`src/rtl/matvec_sched_if.sv`:
```
// Handshake and result-buffer signals between the matrix-vector scheduler,
// the dot-product unit and the result buffer. master = scheduler side.
interface matvec_sched_if #(
  parameter int BITWIDTH = 18,
  parameter int ROW_AW   = 4
);
  logic                       start;
  logic                       abort;
  logic                       peDataReady;
  logic signed [BITWIDTH-1:0] peResult;
  logic [ROW_AW-1:0]          rowAddr;
  logic                       peClear;
  logic                       busy;
  logic                       done;
  logic                       resWe;
  logic [ROW_AW-1:0]          resAddr;
  logic signed [BITWIDTH-1:0] resData;
  logic                       errTimeout;

  modport master (
    input  start, abort, peDataReady, peResult,
    output rowAddr, peClear, busy, done, resWe, resAddr, resData, errTimeout
  );

  modport slave (
    output start, abort, peDataReady, peResult,
    input  rowAddr, peClear, busy, done, resWe, resAddr, resData, errTimeout
  );
endinterface

```
`src/rtl/matvec_sched.sv`:
```
// Row scheduler for a matrix-vector pass: one LOAD/CALC/WRITE round per weight row.
// Optional macro MATVEC_RELU_EN clamps negative results to zero on write.
module matvec_sched #(
  parameter int N_ROWS  = 16,
  parameter int QN      = 6,
  parameter int QM      = 11,
  parameter int TIMEOUT = 15
) (
  input  logic           clk,
  input  logic           reset,
  matvec_sched_if.master bus
);
  localparam int BITWIDTH = QN + QM + 1;
  localparam int ROW_AW   = (N_ROWS > 1) ? $clog2(N_ROWS) : 1;
  localparam int CNT_W    = $clog2(TIMEOUT + 1);

  typedef enum logic [2:0] {S_IDLE, S_LOAD, S_CALC, S_WRITE, S_DONE} state_t;

  state_t                     state_reg, state_next;
  logic [ROW_AW-1:0]          row_reg;
  logic [CNT_W-1:0]           cnt_reg;
  logic signed [BITWIDTH-1:0] cap_reg;
  logic signed [BITWIDTH-1:0] wdata_reg;
  logic [ROW_AW-1:0]          waddr_reg;
  logic                       we_reg;
  logic                       done_reg;
  logic                       err_reg;
  logic [BITWIDTH-1:0]        relu_data;
  logic                       last_row;
  logic                       cnt_expired;

  assign last_row    = (row_reg == ROW_AW'(N_ROWS - 1));
  assign cnt_expired = (cnt_reg == CNT_W'(TIMEOUT - 1));

`ifdef MATVEC_RELU_EN
  for (genvar gi = 0; gi < BITWIDTH; gi++) begin : g_relu
    assign relu_data[gi] = cap_reg[gi] & ~cap_reg[BITWIDTH-1];
  end
`else
  assign relu_data = cap_reg;
`endif

  always_ff @(posedge clk) begin
    if (reset) state_reg <= S_IDLE;
    else       state_reg <= state_next;
  end

  always_comb begin
    state_next = state_reg;
    case (state_reg)
      S_IDLE:  if (bus.start && !bus.abort) state_next = S_LOAD;
      S_LOAD:  state_next = bus.abort ? S_IDLE : S_CALC;
      S_CALC: begin
        if (bus.abort)            state_next = S_IDLE;
        else if (bus.peDataReady) state_next = S_WRITE;
        else if (cnt_expired)     state_next = S_IDLE;
      end
      S_WRITE: begin
        if (bus.abort)     state_next = S_IDLE;
        else if (last_row) state_next = S_DONE;
        else               state_next = S_LOAD;
      end
      S_DONE:  state_next = S_IDLE;
      default: state_next = S_IDLE;
    endcase
  end

  // Write and done strobes are registered off the state they leave, so a reset
  // on that edge suppresses them and an abort can veto the done pulse.
  always_ff @(posedge clk) begin
    if (reset) begin
      row_reg   <= '0;
      cnt_reg   <= '0;
      cap_reg   <= '0;
      wdata_reg <= '0;
      waddr_reg <= '0;
      we_reg    <= 1'b0;
      done_reg  <= 1'b0;
      err_reg   <= 1'b0;
    end else begin
      we_reg   <= (state_reg == S_WRITE);
      done_reg <= (state_reg == S_DONE) && !bus.abort;
      if (state_reg == S_WRITE) begin
        waddr_reg <= row_reg;
        wdata_reg <= relu_data;
      end
      case (state_reg)
        S_IDLE: if (bus.start && !bus.abort) begin
          row_reg <= '0;
          err_reg <= 1'b0;
        end
        S_LOAD: cnt_reg <= '0;
        S_CALC: begin
          cnt_reg <= cnt_reg + 1'b1;
          if (bus.peDataReady) cap_reg <= bus.peResult;
          if (!bus.abort && !bus.peDataReady && cnt_expired) err_reg <= 1'b1;
        end
        S_WRITE: if (!bus.abort && !last_row) row_reg <= row_reg + 1'b1;
        default: ;
      endcase
    end
  end

  always_comb begin
    bus.busy    = (state_reg != S_IDLE);
    bus.peClear = (state_reg != S_CALC);
  end

  assign bus.rowAddr    = row_reg;
  assign bus.done       = done_reg;
  assign bus.resWe      = we_reg;
  assign bus.resAddr    = waddr_reg;
  assign bus.resData    = wdata_reg;
  assign bus.errTimeout = err_reg;
endmodule

```
`src/flat_wrapper.sv`:
```
// flat-port wrapper written by rule: the top's interface ports become plain ports
module matvec_sched_flat 
#(
  parameter int N_ROWS  = 16,
  parameter int QN      = 6,
  parameter int QM      = 11,
  parameter int TIMEOUT = 15
)
  (clk, reset, bus_start, bus_abort, bus_peDataReady, bus_peResult, bus_rowAddr, bus_peClear, bus_busy, bus_done, bus_resWe, bus_resAddr, bus_resData, bus_errTimeout);
  matvec_sched_if #(.BITWIDTH((18)), .ROW_AW((2))) bus_i ();
  input  logic clk;
  input  logic reset;
  input wire logic [$bits(bus_i.start)-1:0] bus_start;
  input wire logic [$bits(bus_i.abort)-1:0] bus_abort;
  input wire logic [$bits(bus_i.peDataReady)-1:0] bus_peDataReady;
  input wire logic [$bits(bus_i.peResult)-1:0] bus_peResult;
  output wire logic [$bits(bus_i.rowAddr)-1:0] bus_rowAddr;
  output wire logic [$bits(bus_i.peClear)-1:0] bus_peClear;
  output wire logic [$bits(bus_i.busy)-1:0] bus_busy;
  output wire logic [$bits(bus_i.done)-1:0] bus_done;
  output wire logic [$bits(bus_i.resWe)-1:0] bus_resWe;
  output wire logic [$bits(bus_i.resAddr)-1:0] bus_resAddr;
  output wire logic [$bits(bus_i.resData)-1:0] bus_resData;
  output wire logic [$bits(bus_i.errTimeout)-1:0] bus_errTimeout;
  assign bus_i.start = bus_start;
  assign bus_i.abort = bus_abort;
  assign bus_i.peDataReady = bus_peDataReady;
  assign bus_i.peResult = bus_peResult;
  assign bus_rowAddr = bus_i.rowAddr;
  assign bus_peClear = bus_i.peClear;
  assign bus_busy = bus_i.busy;
  assign bus_done = bus_i.done;
  assign bus_resWe = bus_i.resWe;
  assign bus_resAddr = bus_i.resAddr;
  assign bus_resData = bus_i.resData;
  assign bus_errTimeout = bus_i.errTimeout;
  matvec_sched #(.N_ROWS(N_ROWS), .QN(QN), .QM(QM), .TIMEOUT(TIMEOUT)) u_core (.clk(clk), .reset(reset), .bus(bus_i));
endmodule
```
`config.mk`:
```
export PLATFORM = sky130hd
export DESIGN_NAME = matvec_sched_flat
export DESIGN_NICKNAME = d
export VERILOG_FILES = /design/src/rtl/matvec_sched_if.sv /design/src/rtl/matvec_sched.sv /design/src/flat_wrapper.sv
export SDC_FILE = /design/constraint.sdc
export NUM_CORES = 1
export LEC_CHECK = 0
export ABC_AREA = 1
export CELL_PAD_IN_SITES_DETAIL_PLACEMENT = 0
export CELL_PAD_IN_SITES_GLOBAL_PLACEMENT = 1
export CORE_MARGIN = 1.5
export CORE_UTILIZATION = 35
export DETAILED_ROUTE_END_ITERATION = 7
export PLACE_DENSITY_LB_ADDON = 0.08
export SYNTH_ARGS = -nofsm -noshare
export SYNTH_HDL_FRONTEND = slang
export SYNTH_SLANG_ARGS = --single-unit
```
`constraint.sdc`:
```
create_clock -name clk -period 1.8 [get_ports clk]
set_clock_uncertainty 0.1 [all_clocks]
set_input_delay 0.27 -clock clk [delete_from_list [all_inputs] [get_ports clk]]
set_output_delay 0.27 -clock clk [all_outputs]
set_load 0.05 [all_outputs]
```
==> impl_metrics.toml <==
# flow metrics
[routing]
routed_wl_um = 4560
final_antenna_net_count = 0

[synth]
synth.cell_area_mm2 = 0.00209
synth-edff-count = 0
synth_flop_count = 52
post_synth_mux_share_pct = 0
simple_gate_area_share_pct = 28.4
yosys.area_share.xor_xnor_pct = 0
yosysWarningCount = 0
number_of_nets_at_floorplan = 304
share_of_synthesized_cell_area_in_and_or_and_or_and_compound_cells_pct = 12.1

[job]
warnings = 27

[floorplan]
placement_rows = 27
floorplan.initialDensity_pct = 37.1

[run_status]
status = "completed"

[worst_setup_path]
endpoint_kind = "output pin"
worst_ep_required_time_ps = 1430
critical_path_arrival_ps = 1300

[global_route]
grt_max_degree = 46
grt_util_met1_pct = 20.6

[place]
port_buffers = 49

[cells_and_area]
design.final.nets = 353

[clocking]
clockRootBuffer = "sky130_fd_sc_hd__clkbuf_8"
tritoncts = "yes"

[power_and_ir_drop]
p_total_mw = 2.17

[sta]
drv_slew = 0
==> power by group <==
group          internal, mW  switching (mW)
Sequential             1.18          0.0249
Clock                 0.277           0.380
Combinational         0.127           0.177
==> critical path: stages, from the launching register on <==
cell	delay [ps]
sky130_fd_sc_hd__dfxtp_1	380
sky130_fd_sc_hd__nor2_1	210
sky130_fd_sc_hd__nand2_1	210
sky130_fd_sc_hd__buf_12	210
==> cells in the final DEF (no fill, tap or decap), drive strengths merged <==
cell | Yosys | final
nor3 | 1 | 1
dfxtp | 52 | 52
nor3b | 1 | 1
nand2 | 31 | 31
clkbuf | 5 | 6
clkinvlp | 0 | 1
inv | 17 | 17
o21a | 1 | 1
nor4 | 1 | 1
clkinv | 0 | 1
nand4 | 3 | 3
nor2 | 90 | 90
clkdlybuf4s50 | 0 | 22
o21ai | 41 | 41
a21oi | 8 | 8
or2 | 1 | 1
nand3 | 14 | 14
buf | 9 | 34
ha | 3 | 3
==> final timing paths <==
path / start / end
setup reg to reg: u_core.state_reg[0] / u_core.row_reg[1]
hold reg to reg: u_core.cnt_reg[3] / u_core.cnt_reg[3]
setup / recovery: u_core.state_reg[0] / bus_busy
hold / removal: u_core.cnt_reg[3] / u_core.cnt_reg[3]
==> layout make-up <==
class | count | area [um^2]
clock buffer | 6 | 72.6
clock inverter | 2 | 16.3
fill | 596 | 2960
inverter | 17 | 63.8
multi-input combinational | 195 | 886
sequential | 52 | 1040
tap | 72 | 90.1
timing repair buffer | 56 | 513
==> per-layer routing <==
layer  share of wire, %  wire [um]  up-vias
met5                  0          0        -
met4                1.3         59        0
met3                3.4        154        7
met2                 45       2070       34
met1                 50       2270      814
li1                   -          -      986
==> logic make-up after synthesis <==
family,Yosys count
compound gates,50
fa+ha+maj,3
buf+inv,31
flops,52
simple gates,142
==> through the flow <==
step	area, um^2	hold WS, ps
finish	2680	392
global route	2680	420
CTS	2680	393
detailed placement	2590	376
global placement	2590	369
floorplan	2090	249
==> synthesized netlist by cell type, types with 3 or more instances <==
| library cell | number | share of area, % |
|---|---|---|
| sky130_fd_sc_hd__buf_2 | 3 | 0.72 |
| sky130_fd_sc_hd__clkbuf_1 | 3 | 0.54 |
| sky130_fd_sc_hd__inv_1 | 14 | 2.5 |
| sky130_fd_sc_hd__o21ai_0 | 37 | 8.8 |
| sky130_fd_sc_hd__buf_4 | 3 | 1.1 |
| sky130_fd_sc_hd__nand4_1 | 3 | 0.90 |
| sky130_fd_sc_hd__nor2_1 | 87 | 16 |
| sky130_fd_sc_hd__nand3_1 | 13 | 3.1 |
| sky130_fd_sc_hd__o21ai_1 | 4 | 0.96 |
| sky130_fd_sc_hd__ha_1 | 3 | 1.8 |
| sky130_fd_sc_hd__nand2_1 | 29 | 5.2 |
| sky130_fd_sc_hd__dfxtp_1 | 52 | 50 |
| sky130_fd_sc_hd__a21oi_1 | 8 | 1.9 |
| sky130_fd_sc_hd__inv_2 | 3 | 0.54 |
**PDN straps and rails**

The bar under the picture is 20 um long. Pins as bars on the die edge. Tap cells in gray.
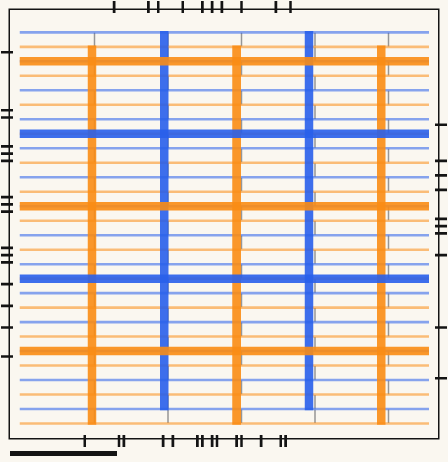
[VSS] orange
[VDD] blue
met5 straps: 5
tap cells: 72
signal pins: 50
die width: 80.4 um
core footprint: 0.00564 mm^2

**Congestion heat map**

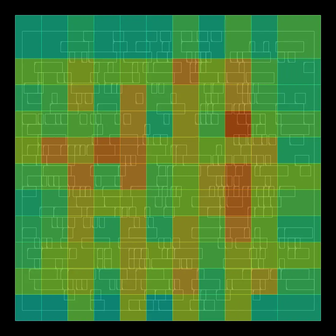
layer with the highest usage after global routing: met2
grt met3 use: 3.07%
final design utilization: 47.5%

**Where the registers sit**

Other sequential cells in the stronger gray, the rest of the logic in the fainter gray.
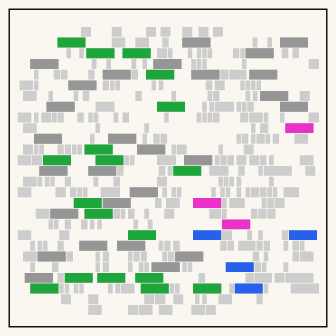
[u_core.state_reg] magenta | placed flops: 3
[u_core.bus.resData] green | placed flops: 18
[u_core.cnt_reg] blue | placed flops: 4 | where: bottom right
not colored: 27
sequential share of cell area: 38.8%
register area: 0.00104 mm^2
Seq power: 1.21 mW

No activity file was given, so power comes from the tool's default toggle rates.
